==> src/rtl/uart_regif_pkg.sv <==
// rtl/uart_regif_pkg.sv - register offsets, bit positions and strobe FSM type for uart_apb_regif
`timescale 1ns/1ps
package uart_regif_pkg;

    localparam logic [4:0] OFS_TXDATA   = 5'h00;
    localparam logic [4:0] OFS_RXDATA   = 5'h04;
    localparam logic [4:0] OFS_CTRL1    = 5'h08;
    localparam logic [4:0] OFS_CTRL2    = 5'h0C;
    localparam logic [4:0] OFS_STATUS   = 5'h10;
    localparam logic [4:0] OFS_CTRL3    = 5'h14;
    localparam logic [4:0] OFS_IRQ_EN   = 5'h18;
    localparam logic [4:0] OFS_IRQ_PEND = 5'h1C;

    // Word index of each register; PADDR[1:0] never participates in decode
    localparam logic [2:0] IDX_TXDATA   = OFS_TXDATA[4:2];
    localparam logic [2:0] IDX_RXDATA   = OFS_RXDATA[4:2];
    localparam logic [2:0] IDX_CTRL1    = OFS_CTRL1[4:2];
    localparam logic [2:0] IDX_CTRL2    = OFS_CTRL2[4:2];
    localparam logic [2:0] IDX_STATUS   = OFS_STATUS[4:2];
    localparam logic [2:0] IDX_CTRL3    = OFS_CTRL3[4:2];
    localparam logic [2:0] IDX_IRQ_EN   = OFS_IRQ_EN[4:2];
    localparam logic [2:0] IDX_IRQ_PEND = OFS_IRQ_PEND[4:2];

    localparam int unsigned STATUS_TXRDY       = 0;
    localparam int unsigned STATUS_RXRDY       = 1;
    localparam int unsigned STATUS_PARITY_ERR  = 2;
    localparam int unsigned STATUS_OVERFLOW    = 3;
    localparam int unsigned STATUS_FRAMING_ERR = 4;

    localparam int unsigned CTRL2_BIT8       = 0;
    localparam int unsigned CTRL2_PARITY_EN  = 1;
    localparam int unsigned CTRL2_ODD_N_EVEN = 2;
    localparam int unsigned CTRL2_BAUD_LSB   = 3;

    localparam int unsigned IRQ_RX_PEND  = 0;
    localparam int unsigned IRQ_TX_PEND  = 1;
    localparam int unsigned IRQ_ERR_PEND = 2;

    typedef enum logic {
        ST_IDLE   = 1'b0,
        ST_STROBE = 1'b1
    } strobe_state_t;

endpackage

==> src/rtl/uart_regif_irq.sv <==
// rtl/uart_regif_irq.sv - status edge detection, W1C pending bits and level IRQ (built under UART_REGIF_IRQ_EN)
`timescale 1ns/1ps
module uart_regif_irq
    import uart_regif_pkg::*;
(
    input  logic       CLK,
    input  logic       RESET_N,
    input  logic       TXRDY,
    input  logic       RXRDY,
    input  logic       PARITY_ERR,
    input  logic       OVERFLOW,
    input  logic       FRAMING_ERR,
    input  logic [2:0] irq_en,
    input  logic       w1c_valid,
    input  logic [2:0] w1c_data,
    output logic [2:0] irq_pend,
    output logic       IRQ
);

    logic [4:0] status_now;
    logic [4:0] status_q;
    logic [4:0] rise;
    logic [2:0] set_bits;
    logic [2:0] clr_bits;

    always_comb begin
        status_now                     = '0;
        status_now[STATUS_TXRDY]       = TXRDY;
        status_now[STATUS_RXRDY]       = RXRDY;
        status_now[STATUS_PARITY_ERR]  = PARITY_ERR;
        status_now[STATUS_OVERFLOW]    = OVERFLOW;
        status_now[STATUS_FRAMING_ERR] = FRAMING_ERR;
    end

    assign rise = status_now & ~status_q;

    always_comb begin
        set_bits               = '0;
        set_bits[IRQ_RX_PEND]  = rise[STATUS_RXRDY];
        set_bits[IRQ_TX_PEND]  = rise[STATUS_TXRDY];
        set_bits[IRQ_ERR_PEND] = rise[STATUS_PARITY_ERR] | rise[STATUS_OVERFLOW]
                               | rise[STATUS_FRAMING_ERR];
    end

    assign clr_bits = w1c_valid ? w1c_data : 3'b000;

    // A new event in the same cycle as its W1C keeps the bit pending
    always_ff @(posedge CLK or negedge RESET_N) begin
        if (!RESET_N) begin
            status_q <= '0;
            irq_pend <= '0;
            IRQ      <= 1'b0;
        end else begin
            status_q <= status_now;
            irq_pend <= (irq_pend & ~clr_bits) | set_bits;
            IRQ      <= |(irq_pend & irq_en);
        end
    end

endmodule

==> src/rtl/uart_apb_regif.sv <==
// rtl/uart_apb_regif.sv - APB3 register front-end for the UART core; UART_REGIF_IRQ_EN adds the interrupt block
`timescale 1ns/1ps
module uart_apb_regif
    import uart_regif_pkg::*;
#(
    parameter logic [12:0] BAUD_VAL_RST   = 13'd1,
    parameter logic        BIT8_RST       = 1'b1,
    parameter logic        PARITY_EN_RST  = 1'b0,
    parameter logic        ODD_N_EVEN_RST = 1'b0
)
(
    input  logic        CLK,
    input  logic        RESET_N,
    input  logic        PSEL,
    input  logic        PENABLE,
    input  logic        PWRITE,
    input  logic [4:0]  PADDR,
    input  logic [7:0]  PWDATA,
    output logic [7:0]  PRDATA,
    output logic        PREADY,
    output logic        PSLVERR,
    output logic        CSN,
    output logic        WEN,
    output logic        OEN,
    output logic [7:0]  DATA_IN,
    input  logic [7:0]  DATA_OUT,
    input  logic        TXRDY,
    input  logic        RXRDY,
    input  logic        PARITY_ERR,
    input  logic        OVERFLOW,
    input  logic        FRAMING_ERR,
    output logic [12:0] BAUD_VAL,
    output logic [2:0]  BAUD_VAL_FRACTION,
    output logic        BIT8,
    output logic        PARITY_EN,
    output logic        ODD_N_EVEN,
    output logic        IRQ
);

    logic          setup;
    logic          access;
    logic [2:0]    idx;
    logic          addr_err;
    logic          strobe_req;
    logic          wr_ok;
    logic          unused_ok;
    strobe_state_t state;
    logic [7:0]    status_vec;
    logic [7:0]    ctrl2_vec;

    assign PREADY    = 1'b1;
    assign setup     = PSEL & ~PENABLE;
    assign access    = PSEL & PENABLE;
    assign idx       = PADDR[4:2];
    assign unused_ok = &{1'b0, PADDR[1:0]};

    always_comb begin
        addr_err = 1'b0;
        if (idx == IDX_TXDATA)
            addr_err = ~PWRITE;
        else if (idx == IDX_RXDATA || idx == IDX_STATUS)
            addr_err = PWRITE;
`ifndef UART_REGIF_IRQ_EN
        else if (idx == IDX_IRQ_EN || idx == IDX_IRQ_PEND)
            addr_err = 1'b1;
`endif
    end

    assign strobe_req = setup & ((PWRITE & (idx == IDX_TXDATA)) | (~PWRITE & (idx == IDX_RXDATA)));
    assign wr_ok      = access & PWRITE & ~addr_err;

    // Strobes are loaded on the setup edge so they cover exactly the access cycle
    always_ff @(posedge CLK or negedge RESET_N) begin
        if (!RESET_N) begin
            state   <= ST_IDLE;
            CSN     <= 1'b1;
            WEN     <= 1'b1;
            OEN     <= 1'b1;
            DATA_IN <= '0;
            PSLVERR <= 1'b0;
        end else begin
            PSLVERR <= setup & addr_err;
            case (state)
                ST_IDLE: begin
                    if (strobe_req) begin
                        state <= ST_STROBE;
                        CSN   <= 1'b0;
                        WEN   <= ~PWRITE;
                        OEN   <= PWRITE;
                        if (PWRITE)
                            DATA_IN <= PWDATA;
                    end
                end
                ST_STROBE: begin
                    state <= ST_IDLE;
                    CSN   <= 1'b1;
                    WEN   <= 1'b1;
                    OEN   <= 1'b1;
                end
                default: state <= ST_IDLE;
            endcase
        end
    end

    always_ff @(posedge CLK or negedge RESET_N) begin
        if (!RESET_N) begin
            BAUD_VAL          <= BAUD_VAL_RST;
            BAUD_VAL_FRACTION <= '0;
            BIT8              <= BIT8_RST;
            PARITY_EN         <= PARITY_EN_RST;
            ODD_N_EVEN        <= ODD_N_EVEN_RST;
        end else if (wr_ok) begin
            case (idx)
                IDX_CTRL1: BAUD_VAL[7:0] <= PWDATA;
                IDX_CTRL2: begin
                    BIT8           <= PWDATA[CTRL2_BIT8];
                    PARITY_EN      <= PWDATA[CTRL2_PARITY_EN];
                    ODD_N_EVEN     <= PWDATA[CTRL2_ODD_N_EVEN];
                    BAUD_VAL[12:8] <= PWDATA[CTRL2_BAUD_LSB +: 5];
                end
                IDX_CTRL3: BAUD_VAL_FRACTION <= PWDATA[2:0];
                default: ;
            endcase
        end
    end

`ifdef UART_REGIF_IRQ_EN
    logic [7:0] irq_en;
    logic [2:0] irq_pend;

    always_ff @(posedge CLK or negedge RESET_N) begin
        if (!RESET_N)
            irq_en <= '0;
        else if (wr_ok && idx == IDX_IRQ_EN)
            irq_en <= PWDATA;
    end

    uart_regif_irq u_irq (
        .CLK         (CLK),
        .RESET_N     (RESET_N),
        .TXRDY       (TXRDY),
        .RXRDY       (RXRDY),
        .PARITY_ERR  (PARITY_ERR),
        .OVERFLOW    (OVERFLOW),
        .FRAMING_ERR (FRAMING_ERR),
        .irq_en      (irq_en[2:0]),
        .w1c_valid   (wr_ok && idx == IDX_IRQ_PEND),
        .w1c_data    (PWDATA[2:0]),
        .irq_pend    (irq_pend),
        .IRQ         (IRQ)
    );
`else
    assign IRQ = 1'b0;
`endif

    always_comb begin
        status_vec                     = '0;
        status_vec[STATUS_TXRDY]       = TXRDY;
        status_vec[STATUS_RXRDY]       = RXRDY;
        status_vec[STATUS_PARITY_ERR]  = PARITY_ERR;
        status_vec[STATUS_OVERFLOW]    = OVERFLOW;
        status_vec[STATUS_FRAMING_ERR] = FRAMING_ERR;

        ctrl2_vec                          = '0;
        ctrl2_vec[CTRL2_BIT8]              = BIT8;
        ctrl2_vec[CTRL2_PARITY_EN]         = PARITY_EN;
        ctrl2_vec[CTRL2_ODD_N_EVEN]        = ODD_N_EVEN;
        ctrl2_vec[CTRL2_BAUD_LSB +: 5]     = BAUD_VAL[12:8];
    end

    // RXDATA returns the core byte live, before the core's own clearing edge
    always_comb begin
        PRDATA = '0;
        if (access && !addr_err) begin
            case (idx)
                IDX_RXDATA:   PRDATA = DATA_OUT;
                IDX_CTRL1:    PRDATA = BAUD_VAL[7:0];
                IDX_CTRL2:    PRDATA = ctrl2_vec;
                IDX_STATUS:   PRDATA = status_vec;
                IDX_CTRL3:    PRDATA = {5'b0, BAUD_VAL_FRACTION};
`ifdef UART_REGIF_IRQ_EN
                IDX_IRQ_EN:   PRDATA = irq_en;
                IDX_IRQ_PEND: PRDATA = {5'b0, irq_pend};
`endif
                default:      PRDATA = '0;
            endcase
        end
    end

endmodule

==> config.mk <==
export PLATFORM = sky130hd
export DESIGN_NAME = uart_apb_regif
export DESIGN_NICKNAME = d
export VERILOG_FILES = /design/src/rtl/uart_regif_pkg.sv /design/src/rtl/uart_regif_irq.sv /design/src/rtl/uart_apb_regif.sv
export SDC_FILE = /design/constraint.sdc
export NUM_CORES = 1
export LEC_CHECK = 0
export CORE_ASPECT_RATIO = 0.9
export CORE_MARGIN = 3
export CORE_UTILIZATION = 26
export CTS_BUF_LIST = sky130_fd_sc_hd__clkbuf_8
export DETAILED_ROUTE_END_ITERATION = 8
export PLACE_DENSITY = 0.52
export SLEW_MARGIN = 20
export SYNTH_ARGS = -nofsm -noshare
export SYNTH_HDL_FRONTEND = slang
export SYNTH_SLANG_ARGS = --single-unit
==> constraint.sdc <==
create_clock -name CLK -period 3.7 [get_ports CLK]
set_input_delay 0.74 -clock CLK [delete_from_list [all_inputs] [get_ports CLK]]
set_output_delay 0.74 -clock CLK [all_outputs]
set_load 0.02 [all_outputs]
==> run summary <==
Notes on the physical implementation.

- The run finished with clean final reports.
- Yosys reported that registers with async set or reset make up 100%.
- The setup path with the least slack is of type in2out.
- The most common logic cell in the final layout is sky130_fd_sc_hd__clkdlybuf4s50_1.
- The growth of design area from synthesis to finish is 58.9%, for reference.
- The final critical-path setup slack is 345 ps, for reference.
- The CTS tree is done, for reference.
- The synthesized design spends more area on one cell type than any other, namely sky130_fd_sc_hd__dfrtp_1.
- The internal power is 835 µW, for reference.
- The sequential cell area is 807 µm², for reference.
- The synthesized design contains 0 enable-type register cells.
- The wire length of the first global-routing pass is 8070 µm, for reference.
- The global-route congestion overflow total is 0, for reference.
- For this design the ratio of total power to cell area is 462 mW/mm².
- The power report attributes to the clock group a share of 27.5%.
- Synthesis handed over a netlist of 137 instances.
- For this configuration, the core starts out at a cell density of 27.6%.
- The post-synth area from yosys stat is 0.00162 mm², for reference.
- The pin count of the biggest net entering global routing is 33, for reference.
- Setup repair after global routing left no endpoint under its margin.
- The count of antenna-violating nets left after detailed routing is 0, for reference.
- Post-route period utilization is reported as 90.7%.
- The count of nets after finishing is 252, for reference.
- The number of pins with negative max-slew slack in the final report is 0, for reference.
- The final weighted congestion recorded by global placement is 0.759.
- On the critical path, the stage with the largest delay is an instance of sky130_fd_sc_hd__clkdlybuf4s50_1.
- The total inserted antenna cells is 0, for reference.
- Each instance of the synthesized netlist takes up on average 11.8 µm².
- The achievable frequency is 298 MHz, for reference.
-- through the flow --
| step | setup TNS (ps) | total power [mW] | hold WS, ps |
|---|---|---|---|
| after floorplan | 0 | 0.653 | 444 |
| final | 0 | 1.19 | 507 |
| after CTS | 0 | 1.20 | 513 |
| after global placement | 0 | 0.864 | 491 |
| after detailed placement | -63.9 | 0.871 | 497 |
| after global routing | 0 | 1.25 | 524 |
-- final cells by class --
type / count / share of cell area [%]
Sequential cell: 32 / 31.4
Timing Repair Buffer: 85 / 31.1
Multi-Input combinational cell: 95 / 29.7
Tap cell: 70 / 3.41
Clock buffer: 5 / 2.68
Clock inverter: 3 / 1.51
Inverter: 1 / 0.146
-- flip-flops by register name, summed over array words and instances, names as in the netlist --
register	cells
CSN	1
OEN	1
BAUD_VAL	13
BAUD_VAL_FRACTION	3
PARITY_EN	1
PSLVERR	1
state	1
ODD_N_EVEN	1
DATA_IN	8
WEN	1
BIT8	1
-- power by group through the flow --
| stage | Sequential, mW | Combinational, mW | Clock [mW] |
|---|---|---|---|
| detailed placement | 0.479 | 0.392 | 0 |
| global route | 0.482 | 0.415 | 0.356 |
| finish | 0.472 | 0.389 | 0.326 |
| floorplan | 0.552 | 0.101 | 0 |
| CTS | 0.473 | 0.394 | 0.337 |
| global placement | 0.475 | 0.389 | 0 |
-- cell usage after synthesis, types with 3 or more instances --
library cell and number:
sky130_fd_sc_hd__a21o_1 3, sky130_fd_sc_hd__a21oi_1 3, sky130_fd_sc_hd__a221oi_1 3, sky130_fd_sc_hd__a22oi_1 7, sky130_fd_sc_hd__a31oi_1 3, sky130_fd_sc_hd__buf_4 3
sky130_fd_sc_hd__clkbuf_1 4, sky130_fd_sc_hd__dfrtp_1 27, sky130_fd_sc_hd__dfstp_2 5, sky130_fd_sc_hd__mux2_2 30, sky130_fd_sc_hd__nand2_1 6, sky130_fd_sc_hd__nand3_1 4
sky130_fd_sc_hd__nor2_1 6, sky130_fd_sc_hd__nor2b_1 5, sky130_fd_sc_hd__nor3_1 3
-- cells by family (layout without fill, tap and decap cells) --
logic type                 Yosys count  after routing  synth area share (%)
DFF                                 32             32                  49.9
buffers and inverters               10             94                  3.17
xor gates and xnor gates             2              2                  1.08
AOI/OAI and AO/OA                   24             24                  10.8
muxes                               31             31                  21.5
other                                2              2                 0.465
and+or+nand+nor                     35             35                  12.3
adders and majority gates            1              1                 0.774
-- worst reg2reg max path, stage by stage (launching register included) --
cell	delay, ps
sky130_fd_sc_hd__dfrtp_1	440
sky130_fd_sc_hd__nor3_4	530
sky130_fd_sc_hd__mux2_2	400
-- path summary, 6_finish.rpt --
kind	from	to	slack, ps	cells past startpoint
min	DATA_IN[5]	DATA_IN[5]	510	1
min reg2reg	DATA_IN[5]	DATA_IN[5]	510	1
max	PADDR[3]	PRDATA[6]	350	8
max reg2reg	state	DATA_IN[6]	2210	2
max in group asynchronous	RESET_N	BIT8	2510	2
min in group asynchronous	RESET_N	DATA_IN[3]	840	2
-- metal layers --
layer | global-route usage, % | vias up | part of all wire, %
met1 | 20.0 | 679 | 45
met2 | 22.6 | 51 | 46
met4 | 4.91 | 0 | 1.4
li1 | - | 669 | -
met3 | 5.48 | 8 | 7.2
met5 | 0 | - | 0
Figure 1. Placement by cell class.
Bar = 20 µm.
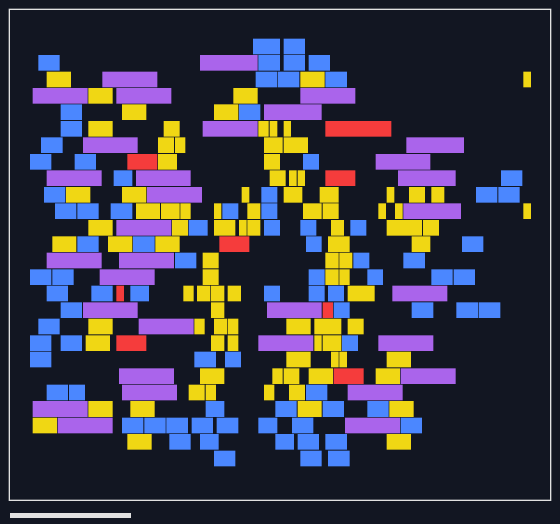
Blue stands for other buffers and delay cells, cells 85, share of their area 32%. Yellow stands for all other logic, cells 96, share of their area 31%. Red stands for clock drivers and dummy loads, cells 8, share of their area 4.3%. Purple stands for flip-flops, cells 32, share of their area 33%.
register share of the cell area: 31.4%
number of placement rows: 26
post-layout instance area: 0.00257 mm²

Figure 2. Cell outlines without signal wires.
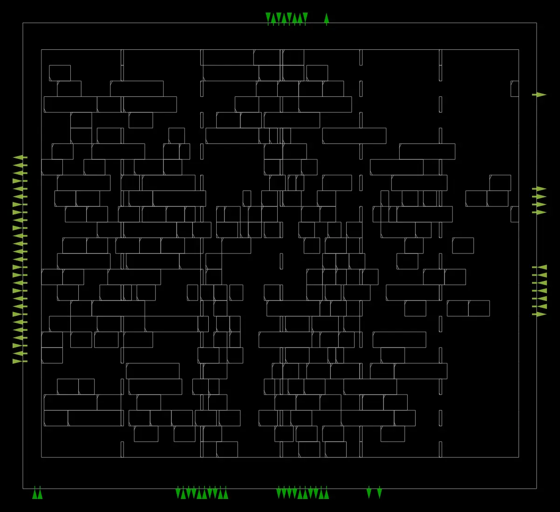
final design utilization: 43.9%
final cell count without fillers: 291

Figure 3. Signal wires by layer.
Two of the layers only.
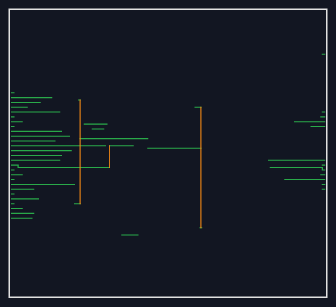
Green stands for met3, wire length 356 µm. Orange stands for met4, wire length 69.4 µm.
Total GRT Usage: 15.0%
WL/cell: 17.0 µm

Figure 4. Clock wires, drivers and flops.
Bar = 20 µm.
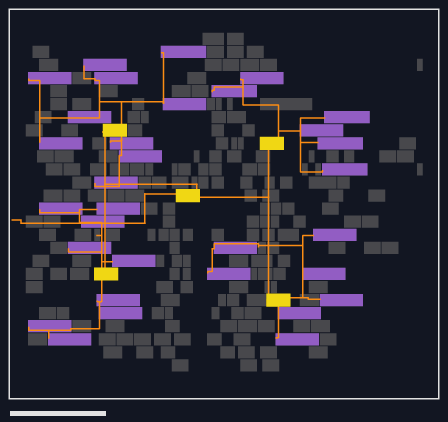
Purple stands for flip-flops, count 32. Yellow stands for cells driving clock nets, count 5. Orange stands for clock wires, length 432 µm.
There are 6 routed clock nets. Position of the flops: widely spread.
Clk. pwr: 326 µW
final setup skew: 7.00 ps

Figure 5. Supply network.
Bar = 20 µm. Pins as bars on the die edge.
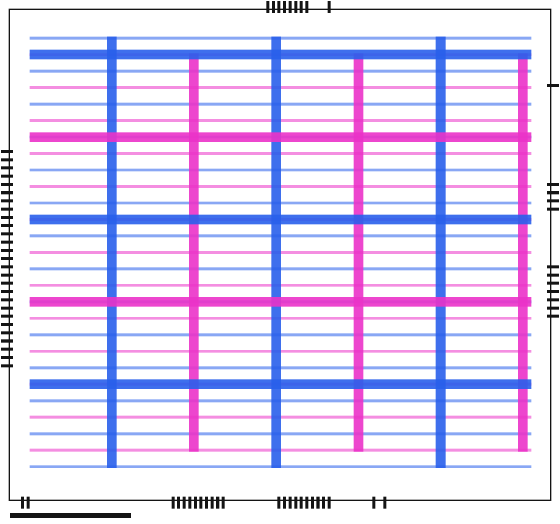
Magenta stands for VDD. Blue stands for VSS.
6 straps on met4. The core has 26 rows.
area of the core: 0.00586 mm²
die extent in y: 80.8 µm
chip width: 89.1 µm

No activity file was given, so power comes from the tool's default toggle rates.
